`config.mk`:
```
export PLATFORM = sky130hd
export DESIGN_NAME = multi_bank_loader_flat
export DESIGN_NICKNAME = d
export VERILOG_FILES = /design/src/rtl/multi_bank_loader_if.sv /design/src/rtl/multi_bank_loader.sv /design/src/flat_wrapper.sv
export SDC_FILE = /design/constraint.sdc
export NUM_CORES = 1
export LEC_CHECK = 0
export CAP_MARGIN = 20
export CELL_PAD_IN_SITES_DETAIL_PLACEMENT = 1
export CELL_PAD_IN_SITES_GLOBAL_PLACEMENT = 2
export CORE_ASPECT_RATIO = 1.25
export CORE_MARGIN = 2
export CORE_UTILIZATION = 30
export DETAILED_ROUTE_END_ITERATION = 12
export PLACE_DENSITY = 0.76
export SKIP_CTS_REPAIR_TIMING = 1
export SLEW_MARGIN = 20
export SYNTH_ARGS = -nofsm -noshare
export SYNTH_HDL_FRONTEND = slang
export SYNTH_SLANG_ARGS = --single-unit
```
`constraint.sdc`:
```
create_clock -name clk -period 3.9 [get_ports clk]
set_input_delay 0.585 -clock clk [delete_from_list [all_inputs] [get_ports clk]]
set_output_delay 0.585 -clock clk [all_outputs]
set_load 0.05 [all_outputs]
```
`src/rtl/multi_bank_loader_if.sv`:
```
// Load-path bundle between the serial pad side and the multi-bank SRAM loader.
// Latency: n/a (wires only).
// Backpressure: none; data_ready gates the stream, the loader never stalls it.
// Build option: LOADER_PARITY_EN adds the sticky parity_err flag.
interface multi_bank_loader_if #(
    parameter int NUM_BANKS = 5,
    parameter int DATA_W    = 8,
    parameter int ADDR_W    = 10
);
    localparam int SEL_W = (NUM_BANKS > 1) ? $clog2(NUM_BANKS) : 1;

    logic                 ser_in;
    logic                 data_ready;
    logic [SEL_W-1:0]     bank_sel;
    logic                 clear;
    logic [NUM_BANKS-1:0] we;
    logic [ADDR_W-1:0]    addr;
    logic [DATA_W-1:0]    wdata;
    logic                 busy;
    logic [NUM_BANKS-1:0] full;
    logic                 overflow;
`ifdef LOADER_PARITY_EN
    logic                 parity_err;
`endif

    modport master (
        output ser_in, data_ready, bank_sel, clear,
        input  we, addr, wdata, busy, full, overflow
`ifdef LOADER_PARITY_EN
        , input parity_err
`endif
    );

    modport slave (
        input  ser_in, data_ready, bank_sel, clear,
        output we, addr, wdata, busy, full, overflow
`ifdef LOADER_PARITY_EN
        , output parity_err
`endif
    );
endinterface

```
`src/rtl/multi_bank_loader.sv`:
```
// Deserialises an MSB-first bit stream into words and writes each to its bank at a per-bank pointer.
// Latency: write strobe/addr/data registered on the edge that samples the final bit of a word.
// Backpressure: none; words to a full or nonexistent bank are dropped and flagged in sticky overflow.
// Build option: LOADER_PARITY_EN appends an even-parity bit per word and exposes parity_err.
module multi_bank_loader #(
    parameter int NUM_BANKS  = 5,
    parameter int DATA_W     = 8,
    parameter int ADDR_W     = 10,
    parameter int BANK_DEPTH = 1024
) (
    input logic               clk,
    input logic               reset,
    multi_bank_loader_if.slave lb
);
    localparam int SEL_W = (NUM_BANKS > 1) ? $clog2(NUM_BANKS) : 1;
    localparam int CNT_W = $clog2(DATA_W + 1);
`ifdef LOADER_PARITY_EN
    // The whole word must be held while waiting for the parity bit.
    localparam int SR_W  = DATA_W;
`else
    // The last bit is taken straight from ser_in, so only DATA_W-1 bits are stored.
    localparam int SR_W  = DATA_W - 1;
`endif
    localparam logic [CNT_W-1:0]  LAST_BIT  = CNT_W'(DATA_W - 1);
    localparam logic [ADDR_W-1:0] LAST_ADDR = ADDR_W'(BANK_DEPTH - 1);

    typedef enum logic [1:0] {
        ST_IDLE,
        ST_SHIFT
`ifdef LOADER_PARITY_EN
        , ST_PARITY
`endif
    } state_t;

    state_t               r_state;
    state_t               w_state_nxt;
    logic [CNT_W-1:0]     r_cnt;
    logic [SR_W-1:0]      r_sr;
    logic [SEL_W-1:0]     r_bank;
    logic [NUM_BANKS-1:0] r_we;
    logic [NUM_BANKS-1:0] r_full;
    logic [ADDR_W-1:0]    r_addr;
    logic [DATA_W-1:0]    r_wdata;
    logic                 r_overflow;
    logic [ADDR_W-1:0]    r_ptr [NUM_BANKS];

    logic                 w_shift;
    logic                 w_done;
    logic                 w_bank_ok;
    logic                 w_par_bad;
    logic [DATA_W-1:0]    w_word;
`ifdef LOADER_PARITY_EN
    logic                 r_parity_err;
`endif

    // State register; clear is folded into the next-state logic.
    always_ff @(posedge clk or posedge reset) begin
        if (reset) r_state <= ST_IDLE;
        else       r_state <= w_state_nxt;
    end

    // Next state, shift enable and word-complete detection; clear overrides everything.
    always_comb begin
        w_state_nxt = r_state;
        w_shift     = 1'b0;
        w_done      = 1'b0;
        w_par_bad   = 1'b0;
`ifdef LOADER_PARITY_EN
        w_word      = r_sr;
`else
        w_word      = {r_sr, lb.ser_in};
`endif
        case (r_state)
            ST_IDLE: begin
                if (lb.data_ready) begin
                    w_shift     = 1'b1;
                    w_state_nxt = ST_SHIFT;
                end
            end
            ST_SHIFT: begin
                if (lb.data_ready) begin
                    w_shift = 1'b1;
                    if (r_cnt == LAST_BIT) begin
`ifdef LOADER_PARITY_EN
                        w_state_nxt = ST_PARITY;
`else
                        w_done      = 1'b1;
                        w_state_nxt = ST_IDLE;
`endif
                    end
                end
            end
`ifdef LOADER_PARITY_EN
            ST_PARITY: begin
                if (lb.data_ready) begin
                    w_done      = 1'b1;
                    w_par_bad   = ((^r_sr) != lb.ser_in);
                    w_state_nxt = ST_IDLE;
                end
            end
`endif
            default: w_state_nxt = ST_IDLE;
        endcase
        if (lb.clear) begin
            w_state_nxt = ST_IDLE;
            w_shift     = 1'b0;
            w_done      = 1'b0;
            w_par_bad   = 1'b0;
        end
    end

    // Target bank exists and still has room.
    always_comb begin
        w_bank_ok = 1'b0;
        for (int b = 0; b < NUM_BANKS; b++) begin
            if (r_bank == SEL_W'(b) && !r_full[b]) w_bank_ok = 1'b1;
        end
    end

    // Shift register, bit counter and bank latch (bank captured with the first bit).
    always_ff @(posedge clk or posedge reset) begin
        if (reset) begin
            r_sr   <= '0;
            r_cnt  <= '0;
            r_bank <= '0;
        end else if (lb.clear) begin
            r_sr  <= '0;
            r_cnt <= '0;
        end else begin
            if (w_shift) begin
                r_sr <= SR_W'({r_sr, lb.ser_in});
                if (r_state == ST_IDLE) r_bank <= lb.bank_sel;
            end
            if (w_done)
                r_cnt <= '0;
            else if (w_shift)
                r_cnt <= (r_state == ST_IDLE) ? CNT_W'(1) : r_cnt + 1'b1;
        end
    end

    // Commit stage: one-cycle write strobe, per-bank pointers, sticky full/overflow flags.
    always_ff @(posedge clk or posedge reset) begin
        if (reset) begin
            r_we       <= '0;
            r_addr     <= '0;
            r_wdata    <= '0;
            r_full     <= '0;
            r_overflow <= 1'b0;
            for (int b = 0; b < NUM_BANKS; b++) r_ptr[b] <= '0;
`ifdef LOADER_PARITY_EN
            r_parity_err <= 1'b0;
`endif
        end else begin
            r_we <= '0;
            if (lb.clear) begin
                r_full     <= '0;
                r_overflow <= 1'b0;
                for (int b = 0; b < NUM_BANKS; b++) r_ptr[b] <= '0;
`ifdef LOADER_PARITY_EN
                r_parity_err <= 1'b0;
`endif
            end else if (w_done) begin
                if (w_par_bad) begin
`ifdef LOADER_PARITY_EN
                    r_parity_err <= 1'b1;
`endif
                end else if (w_bank_ok) begin
                    for (int b = 0; b < NUM_BANKS; b++) begin
                        if (r_bank == SEL_W'(b)) begin
                            r_we[b] <= 1'b1;
                            r_addr  <= r_ptr[b];
                            r_wdata <= w_word;
                            // Last slot: mark full and leave the pointer parked there.
                            if (r_ptr[b] == LAST_ADDR) r_full[b] <= 1'b1;
                            else                       r_ptr[b]  <= r_ptr[b] + 1'b1;
                        end
                    end
                end else begin
                    r_overflow <= 1'b1;
                end
            end
        end
    end

    assign lb.we       = r_we;
    assign lb.addr     = r_addr;
    assign lb.wdata    = r_wdata;
    assign lb.full     = r_full;
    assign lb.overflow = r_overflow;
    assign lb.busy     = (r_state != ST_IDLE);
`ifdef LOADER_PARITY_EN
    assign lb.parity_err = r_parity_err;
`endif
endmodule

```
`src/flat_wrapper.sv`:
```
// flat-port wrapper written by rule: the top's interface ports become plain ports
module multi_bank_loader_flat 
#(
    parameter int NUM_BANKS  = 5,
    parameter int DATA_W     = 8,
    parameter int ADDR_W     = 10,
    parameter int BANK_DEPTH = 1024
)
  (clk, reset, lb_ser_in, lb_data_ready, lb_bank_sel, lb_clear, lb_we, lb_addr, lb_wdata, lb_busy, lb_full, lb_overflow);
  multi_bank_loader_if #(.NUM_BANKS(NUM_BANKS), .DATA_W(DATA_W), .ADDR_W(ADDR_W)) lb_i ();
  input logic clk;
  input logic reset;
  input wire logic [$bits(lb_i.ser_in)-1:0] lb_ser_in;
  input wire logic [$bits(lb_i.data_ready)-1:0] lb_data_ready;
  input wire logic [$bits(lb_i.bank_sel)-1:0] lb_bank_sel;
  input wire logic [$bits(lb_i.clear)-1:0] lb_clear;
  output wire logic [$bits(lb_i.we)-1:0] lb_we;
  output wire logic [$bits(lb_i.addr)-1:0] lb_addr;
  output wire logic [$bits(lb_i.wdata)-1:0] lb_wdata;
  output wire logic [$bits(lb_i.busy)-1:0] lb_busy;
  output wire logic [$bits(lb_i.full)-1:0] lb_full;
  output wire logic [$bits(lb_i.overflow)-1:0] lb_overflow;
  assign lb_i.ser_in = lb_ser_in;
  assign lb_i.data_ready = lb_data_ready;
  assign lb_i.bank_sel = lb_bank_sel;
  assign lb_i.clear = lb_clear;
  assign lb_we = lb_i.we;
  assign lb_addr = lb_i.addr;
  assign lb_wdata = lb_i.wdata;
  assign lb_busy = lb_i.busy;
  assign lb_full = lb_i.full;
  assign lb_overflow = lb_i.overflow;
  multi_bank_loader #(.NUM_BANKS(NUM_BANKS), .DATA_W(DATA_W), .ADDR_W(ADDR_W), .BANK_DEPTH(BANK_DEPTH)) u_core (.clk(clk), .reset(reset), .lb(lb_i));
endmodule
```
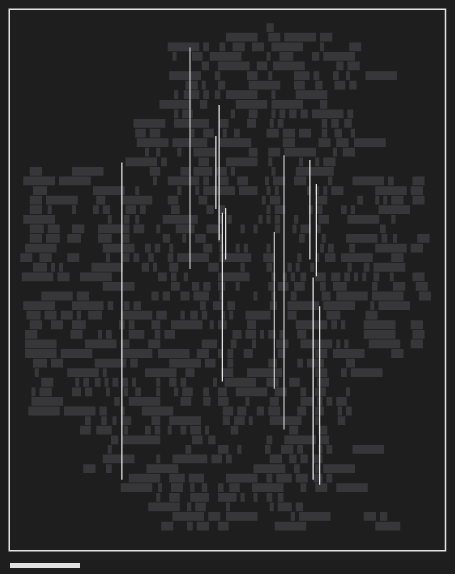
Run 1: the metal 4 layer
Scale bar: 20 um. Cells faint in the background.
- longest straight run: 89.8 um
- share of all routed wire: 3.7%
- nets with wire on the layer: 9
- main direction: vertical
- wire length on this layer: 556 um
DR vias: 4,397
post-detailed-routing wire length: 15,200 um

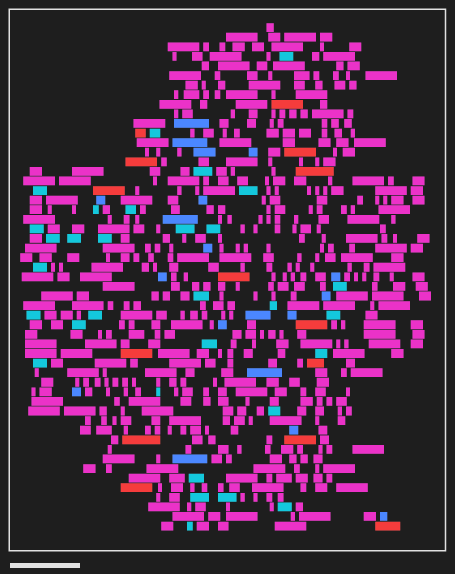
Run 1: sizing map
Scale bar: 20 um.
- drive 2: cyan (cells 31; share 5.3%)
- drive 1 or less: magenta (cells 521; share 89%)
- drive 6 and up: red (cells 14; share 2.4%)
- drive 3 to 4: blue (cells 19; share 3.2%)

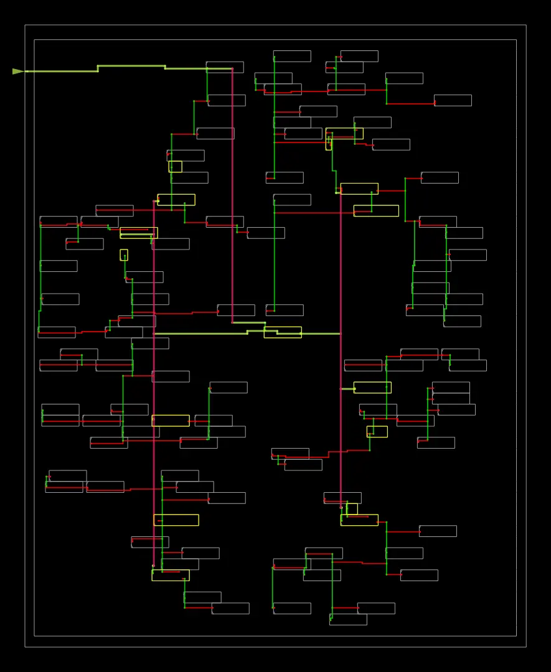
Run 1: clock wiring as the flow saved it
largest clock skew in the final design: 8.60 ps
cts bufs inserted: 9
power dissipated in the clock network: 966 uW
clock buffers: 11

==> summary.rpt, run 1 <==
PHYSICAL IMPLEMENTATION REPORT
----------------------------------------------------
[CTS]
  Number of clock sinks ........................ about 94
  Clock tree root buffer cell ........................ clkbuf_16
  TritonCTS clock tree ........................ done
  Clock latency of the later-clocked register in the worst-skew pair ........................ 350 ps
  Max Buffers Root-to-Sink ........................ 2
  Maximum level of the CTS H-tree ........................ 3
  Clock edge transition at the registers on the reported setup and hold paths ........................ 70 ps

[Setup path]
  Worst Setup End Kind ........................ flop
  Cells along the critical path ........................ or3b_1, or2_1, a211oi_4, buf_4, nor2_1, a21oi_1
  Longest individual stage delay on the worst path ........................ 740 ps
  Critical Path End ........................ u_core.lb.addr[7]
  Critical setup path kind ........................ flop to flop
  Capture point of the worst reg-to-reg path ........................ u_core.lb.addr[7]
  CP top delay family ........................ simple AND/OR/NAND/NOR gates
  Critical Path AT ........................ 3270 ps
  WP data required ........................ 4180 ps
  Slowest-stage cell, CP ........................ a211oi_4
  Critical-path maximum fanout ........................ 20
  CP Depth ........................ 6
  Critical register-to-register path startpoint ........................ u_core.r_bank[1]
  R2R Setup Slk ........................ 910 ps
  Startpoint of the worst setup timing path ........................ u_core.r_bank[1]
  Worst-case reg-to-reg path depth ........................ 6
  Buffer-and-inverter tally for the worst setup path ........................ 1
  Critical Path Start Type ........................ flop

[Logic synthesis]
  Cell area after synthesis ........................ 5350 um2
  Ys flop type ........................ dfrtp_1
  Total of warnings raised by yosys ........................ 0
  Post-Synthesis Net Count ........................ around 570
  Yosys-reported design area after synthesis ........................ ~5300 um2
  Synth top area cells ........................ dfrtp_1, mux2i_1, nor2_1, nand2_1, a21oi_1
  Post-synth ARST share ........................ 100%
  Ys flops ........................ 94
  Yosys top cell by area ........................ dfrtp_1
  Average cell area after synthesis ........................ 9.61 um2
  Number of enable flip-flop cells ........................ 0
  Seq/Total Area, Yosys ........................ 44.0%
  Number of distinct standard cells referenced by the synthesized netlist ........................ ~60
  Most numerous cell in the Yosys netlist ........................ dfrtp_1
  Post-synthesis cell count ........................ 556
  Area share of the leading cell type in the synthesized netlist ........................ between 40 and 50%
  Ranking of synthesized cells by instance count ........................ dfrtp_1, nor2_1, nand2_1
  Number of cells in the yosys synthesis report ........................ 556

[Final layout]
  Number of fill cells ........................ 1,974
  Filler-free cell count of the finished design ........................ 809
  Top Layout Cells ........................ dfrtp_1, nor2_1, nand2_1
  Combined area of the multi-input logic cells ........................ 2790 um2
  Design Area, Final ........................ 6250 um2
  Most common cell after layout, fill and taps aside ........................ dfrtp_1
  Largest contributor to cell area by class ........................ multi-input combinational cells
  Signal buf overhead ........................ 7.36%
  Register with the most flip-flops ........................ u_core.r_ptr
  Flip-flop count of the largest register, all copies and words added ........................ 50
  Antenna cells ........................ 0
  Clock buf/inv share ........................ 5.18%
  Nets@finish ........................ about 600
  Fin util ........................ a little over a third
  Total of plain and repair buffers excluding clock buffers ........................ 48
  Proportion of cell area occupied by registers ........................ 37.6%
  Area taken by flip-flops and latches ........................ 2350 um2
  Fraction of area in multi-input gates ........................ around 45%
  Registers ........................ 94
  Area growth from synthesis to layout ........................ 17.0%
  Layout inverter count without the clock tree ........................ 11
  Multi-input gate count ........................ 416
  Share of post-route cells with drive strength above 1 ........................ a little over a tenth

[Place]
  Count of placed standard cells including taps ........................ 793
  Sum of net half-perimeters after detailed placement ........................ 10,900 um
  Cell area after placement ........................ 5930 um2
  Final estimated routing congestion in global placement ........................ 0.836
  Pre-CTS setup slack ........................ roughly 810 ps
  Port Buffers ........................ 37

[GRT]
  Initial antenna violation count ........................ 0
  Global route overflow ........................ 0
  Wire length of the first global-routing pass ........................ 25,400 um
  Number of global-route vias before repair ........................ between 4,000 and 5,000
  GRT Resource Usage Total ........................ 17.3%
  Pin count of the biggest net entering global routing ........................ 95

[Timing]
  Final critical-path share of the clock period ........................ 76.7%
  Final hold violation count ........................ 0
  Final hold slack ........................ 511 ps
  # setup viols final ........................ 0
  Post-layout min period ........................ 2990 ps
  Final slew viol count ........................ 0
  Aggregate negative setup slack ........................ 0 ps
  Worst rel slew slack ........................ 35.2%
  Setup ws final ........................ 909 ps
  Transition time at the pin with the least slew margin ........................ about 970 ps
  Setup repair after global routing missed its margin ........................ no
  Fmax ........................ 334 MHz

[Route]
  Initial DRC Count ........................ 248
  Post-detailed-route via-to-cell ratio ........................ around 5.4
  Drt drc ........................ 0
  Iteration count of the initial detailed-routing pass ........................ 4
  Antenna viol nets, final ........................ 0
  Routed len/inst ........................ ~19 um

[Hold path]
  Worst hold path class ........................ flop to flop
  Hold Startpoint ........................ u_core.lb.wdata[3]
  Number of cells traversed by the worst hold path ........................ 1
  Endpoint of the worst hold-timing path ........................ u_core.lb.wdata[3]

[Job]
  MaxCap Viol Count ........................ 0
  Total number of warnings across the stage logs ........................ 26

[Floorplan]
  Fraction of the core area occupied by cells at floorplan ........................ 30.7%
  # rows ........................ 54
  Width of the die ........................ between 100 and 150 um
  Placeable core region ........................ 17,400 um2
  Number of I/O pins ........................ 38
  Die span in y ........................ 153 um
  Die ar. ........................ 18,900 um2
  Tap cell count ........................ 224

[Run status]
  Status ........................ complete, no violations

[Pwr]
  Leakage Power ........................ 2.60 nW
  Cell area power density ........................ about 360 nW/um2
  Max IR drop VDD ........................ ~0.18 mV
  Power after layout ........................ roughly 2.2 mW

----------------------------------------------------
## run 1: per-layer routing
layer / GRT usage, % / wire length, um / vias up
met1: 23.4 / 6940 / 2225
li1: - / - / 2069
met4: 8.71 / 555 / 0
met5: 0 / 0 / -
met2: 27.1 / 7310 / 73
met3: 2.28 / 423 / 30
## run 1: report_power, final
group	internal, mW	switching, mW
Clock	0.581	0.386
Sequential	0.983	0.0353
Combinational	0.0718	0.170
## run 1: kinds of logic (layout without fill, tap and decap cells)
family | after synthesis | in the layout | synth area share (%)
AOI/OAI and AO/OA | 121 | 121 | 18.0
adders and majority gates | 6 | 6 | 1.40
DFF | 94 | 94 | 44.0
and+or+nand+nor | 228 | 228 | 21.2
xor gates and xnor gates | 15 | 15 | 2.46
buffers and inverters | 46 | 75 | 3.96
muxes | 46 | 46 | 8.97
==> run 1 -> run 2 <==
clock period = 2.8 ns   (was 3.9 ns; I/O delays follow)
==> run 2 against run 1 <==
  * Non-clock buffer count increased by 13
  * Global-route usage about the same
  * Worst setup slack got worse by 600 ps
  * Largest cell class unchanged
  * Wire length grew 0.18%
  * Sequential share of layout area decreased by 0.77 points
==> summary.rpt, run 2 <==
PHYSICAL IMPLEMENTATION REPORT
----------------------------------------------------
[Run status]
  Status ........................ complete, no violations

[Timing]
  Setup ws final ........................ 308 ps (-601 ps)
  Largest clock skew in the final design ........................ 10.3 ps (+1.71 ps)
  Setup repair after global routing missed its margin ........................ no
  Worst rel slew slack ........................ 51.8% (+17 points)
  Final hold violation count ........................ 0 (unchanged)
  Final critical-path share of the clock period ........................ 89.0% (+12 points)
  Aggregate negative setup slack ........................ 0 ps (unchanged)
  Post-layout min period ........................ 2490 ps (-499 ps)
  Final slew viol count ........................ 0 (unchanged)
  Fmax ........................ 401 MHz (+20%)
  Transition time at the pin with the least slew margin ........................ 718 ps (-254 ps)
  # setup viols final ........................ 0 (unchanged)

[Setup path]
  Critical-path maximum fanout ........................ 10 (-50%)
  Worst Setup End Kind ........................ flop
  Capture point of the worst reg-to-reg path ........................ u_core.r_ptr[26]
  Worst-case reg-to-reg path depth ........................ 6 (unchanged)
  Critical Path Start Type ........................ flop
  Critical Path AT ........................ 2730 ps (-540 ps)
  Critical register-to-register path startpoint ........................ u_core.r_cnt[0]
  WP data required ........................ 3040 ps (-1140 ps)
  R2R Setup Slk ........................ 310 ps (-600 ps)
  Critical Path End ........................ u_core.r_ptr[26]
  Startpoint of the worst setup timing path ........................ u_core.r_cnt[0]

[Floorplan]
  Width of the die ........................ 123 um (unchanged)
  Die ar. ........................ 18,900 um2 (unchanged)
  Number of I/O pins ........................ 38 (unchanged)
  # rows ........................ 54 (unchanged)
  Placeable core region ........................ 17,400 um2 (unchanged)
  Fraction of the core area occupied by cells at floorplan ........................ 30.7% (unchanged)
  Die span in y ........................ 153 um (unchanged)

[GRT]
  Pin count of the biggest net entering global routing ........................ 95 (unchanged)
  Number of global-route vias before repair ........................ 4,720 (+3.6%)
  Routing usage on met3 ........................ 2.57% (+0.30 points)
  Highest-utilization routing layer at the global route stage ........................ met2
  Met1 capacity usage during global routing ........................ 22.4% (-0.95 points)
  Wire length of the first global-routing pass ........................ 25,400 um (+0.19%)
  Global route overflow ........................ 0 (unchanged)
  Initial antenna violation count ........................ 0 (unchanged)

[Job]
  Total number of warnings across the stage logs ........................ 26 (unchanged)
  MaxCap Viol Count ........................ 0 (unchanged)

[Logic synthesis]
  Post-Synthesis Net Count ........................ 570 (unchanged)
  Number of cells in the yosys synthesis report ........................ 556 (unchanged)
  Number of distinct standard cells referenced by the synthesized netlist ........................ 60 (unchanged)
  Seq/Total Area, Yosys ........................ 44.0% (unchanged)
  Combinational family with the most area after synthesis ........................ simple AND/OR/NAND/NOR gates
  Synthesized-area fraction occupied by adder cells ........................ 1.40% (unchanged)
  Number of enable flip-flop cells ........................ 0 (unchanged)
  Total of warnings raised by yosys ........................ 0 (unchanged)
  Yosys top cell by area ........................ dfrtp_1
  Yosys-reported design area after synthesis ........................ 5350 um2 (unchanged)
  Post-synth ARST share ........................ 100% (unchanged)
  Simple Share, Synth ........................ 21.2% (unchanged)
  Synth mux share ........................ 8.97% (unchanged)
  Ys flop type ........................ dfrtp_1
  Cell area after synthesis ........................ 5350 um2 (unchanged)
  Most numerous cell in the Yosys netlist ........................ dfrtp_1
  Average cell area after synthesis ........................ 9.61 um2 (unchanged)
  Area fraction in compound gates ........................ 18.0% (unchanged)
  Synth top area cells ........................ dfrtp_1, mux2i_1, nor2_1, nand2_1, a21oi_1
  Ranking of synthesized cells by instance count ........................ dfrtp_1, nor2_1, nand2_1
  XORs/XNORs by Area ........................ 2.46% (unchanged)
  Ys flops ........................ 94 (unchanged)
  Post-synthesis cell count ........................ 556 (unchanged)

[Route]
  Met3 Routed Length ........................ 499 um (+18%)
  Met2 Wirelength ........................ 7430 um (+1.6%)
  Post-detailed-route via-to-cell ratio ........................ 5.43 (-0.10%)
  Metal1 wirelength ........................ 6850 um (-1.4%)
  Antenna viol nets, final ........................ 0 (unchanged)
  DR top layer ........................ met4
  Initial DRC Count ........................ 198 (-20%)

[Pwr]
  Part of the power in the clock network ........................ 44.2% (+0.8 points)
  Power after layout ........................ 3.20 mW (+44%)
  Sequential power ........................ 1.40 mW (+37%)
  Switching power as a share of total power ........................ 26.1% (-0.45 points)
  Top pwr grp ........................ clock
  Power dissipated in combinational cells ........................ 389 uW (+61%)
  Internal power ........................ 2.37 mW (+45%)
  Cell area power density ........................ 501 nW/um2 (+41%)
  Power dissipated in the clock network ........................ 1.41 mW (+46%)
  Max IR drop VDD ........................ 0.301 mV (+69%)
  Fraction of power consumed by combinational cells ........................ 12.2% (+1.3 points)
  Total net switching power ........................ 835 uW (+41%)
  Sequential share of power ........................ 43.7% (-2.0 points)
  Leakage Power ........................ 2.66 nW (+2.6%)

[CTS]
  Max Buffers Root-to-Sink ........................ 2 (unchanged)
  Maximum level of the CTS H-tree ........................ 3 (unchanged)
  Number of clock sinks ........................ 94 (unchanged)
  Cts bufs inserted ........................ 9 (unchanged)
  Clock latency of the later-clocked register in the worst-skew pair ........................ 360 ps (about the same)
  Clock tree root buffer cell ........................ clkbuf_16
  TritonCTS clock tree ........................ done
  Clock edge transition at the registers on the reported setup and hold paths ........................ 70 ps (about the same)

[Final layout]
  Area taken by flip-flops and latches ........................ 2350 um2 (unchanged)
  Share of post-route cells with drive strength above 1 ........................ 13.0% (+2.1 points)
  Antenna cells ........................ 0 (unchanged)
  Top Layout Cells ........................ dfrtp_1, nor2_1, nand2_1
  Flip-flop count of the largest register, all copies and words added ........................ 50 (unchanged)
  Area growth from synthesis to layout ........................ 19.5%
  Register with the most flip-flops ........................ u_core.r_ptr
  Most common cell after layout, fill and taps aside ........................ dfrtp_1
  Number of fill cells ........................ 2,021 (+2.4%)
  Nets@finish ........................ 607 (+2.2%)
  Filler-free cell count of the finished design ........................ 822 (+1.6%)

[Place]
  Count of placed standard cells including taps ........................ 806 (+1.6%)
  Pre-CTS setup slack ........................ 206 ps (-601 ps)
  Sum of net half-perimeters after detailed placement ........................ 11,000 um (+1.4%)
  Final estimated routing congestion in global placement ........................ 0.839 (+0.38%)
  Port Buffers ........................ 37 (unchanged)

[Hold path]
  Endpoint of the worst hold-timing path ........................ u_core.lb.full[0]
  Worst hold path class ........................ input port to flop
  Number of cells traversed by the worst hold path ........................ 2 (+1)

----------------------------------------------------
## run 2: final cells by class
cell class                 instances  area share (%)
clock buffer                      10            3.59
clock inverter                     6            1.72
timing repair buffer              61            8.93
sequential                        94            36.8
inverter                          11           0.705
multi-input combinational        416            43.8
tap                              224            4.39
## run 2: critical path, cell delays in order, from the launching register on
cell and delay, ps:
dfrtp_1 390, ha_1 220, and3b_1 460, and2_1 300
o211ai_1 270, nor4_1 360, mux2_2 380
## run 2: per-stage QoR
step | cell area [um2] | hold slack, ps | utilization [%]
after floorplan | 5350 | 479 | -
after global placement | 6040 | 495 | 34.7
after detailed placement | 6040 | 504 | 34.7
after CTS | 6380 | 457 | 36.6
after global routing | 6390 | 471 | 36.6
final | 6390 | 463 | 36.6
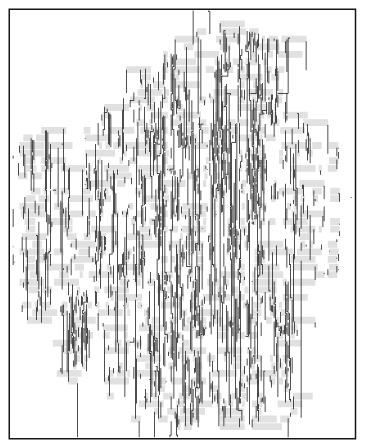
Run 2: metal 2
Cells faint in the background.
- wire length on this layer: 7,430 um
- share of all routed wire: 49%
- longest straight run: 56.8 um
- nets with wire on the layer: 537
- main direction: vertical
post-detailed-routing wire length: 15,300 um
DR vias: 4,463
met2 global-route usage: 28.0%

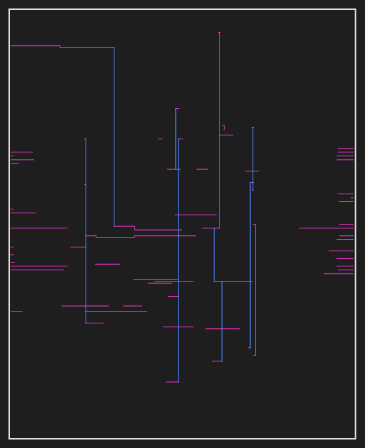
Run 2: signal wires by layer
Only two layers are drawn.
- met3: magenta (wire length 500 um)
- met4: blue (wire length 485 um)
GRT Resource Usage Total: 17.4%
routed len/inst: 18.6 um

Power is estimated from default activity; no workload was simulated.
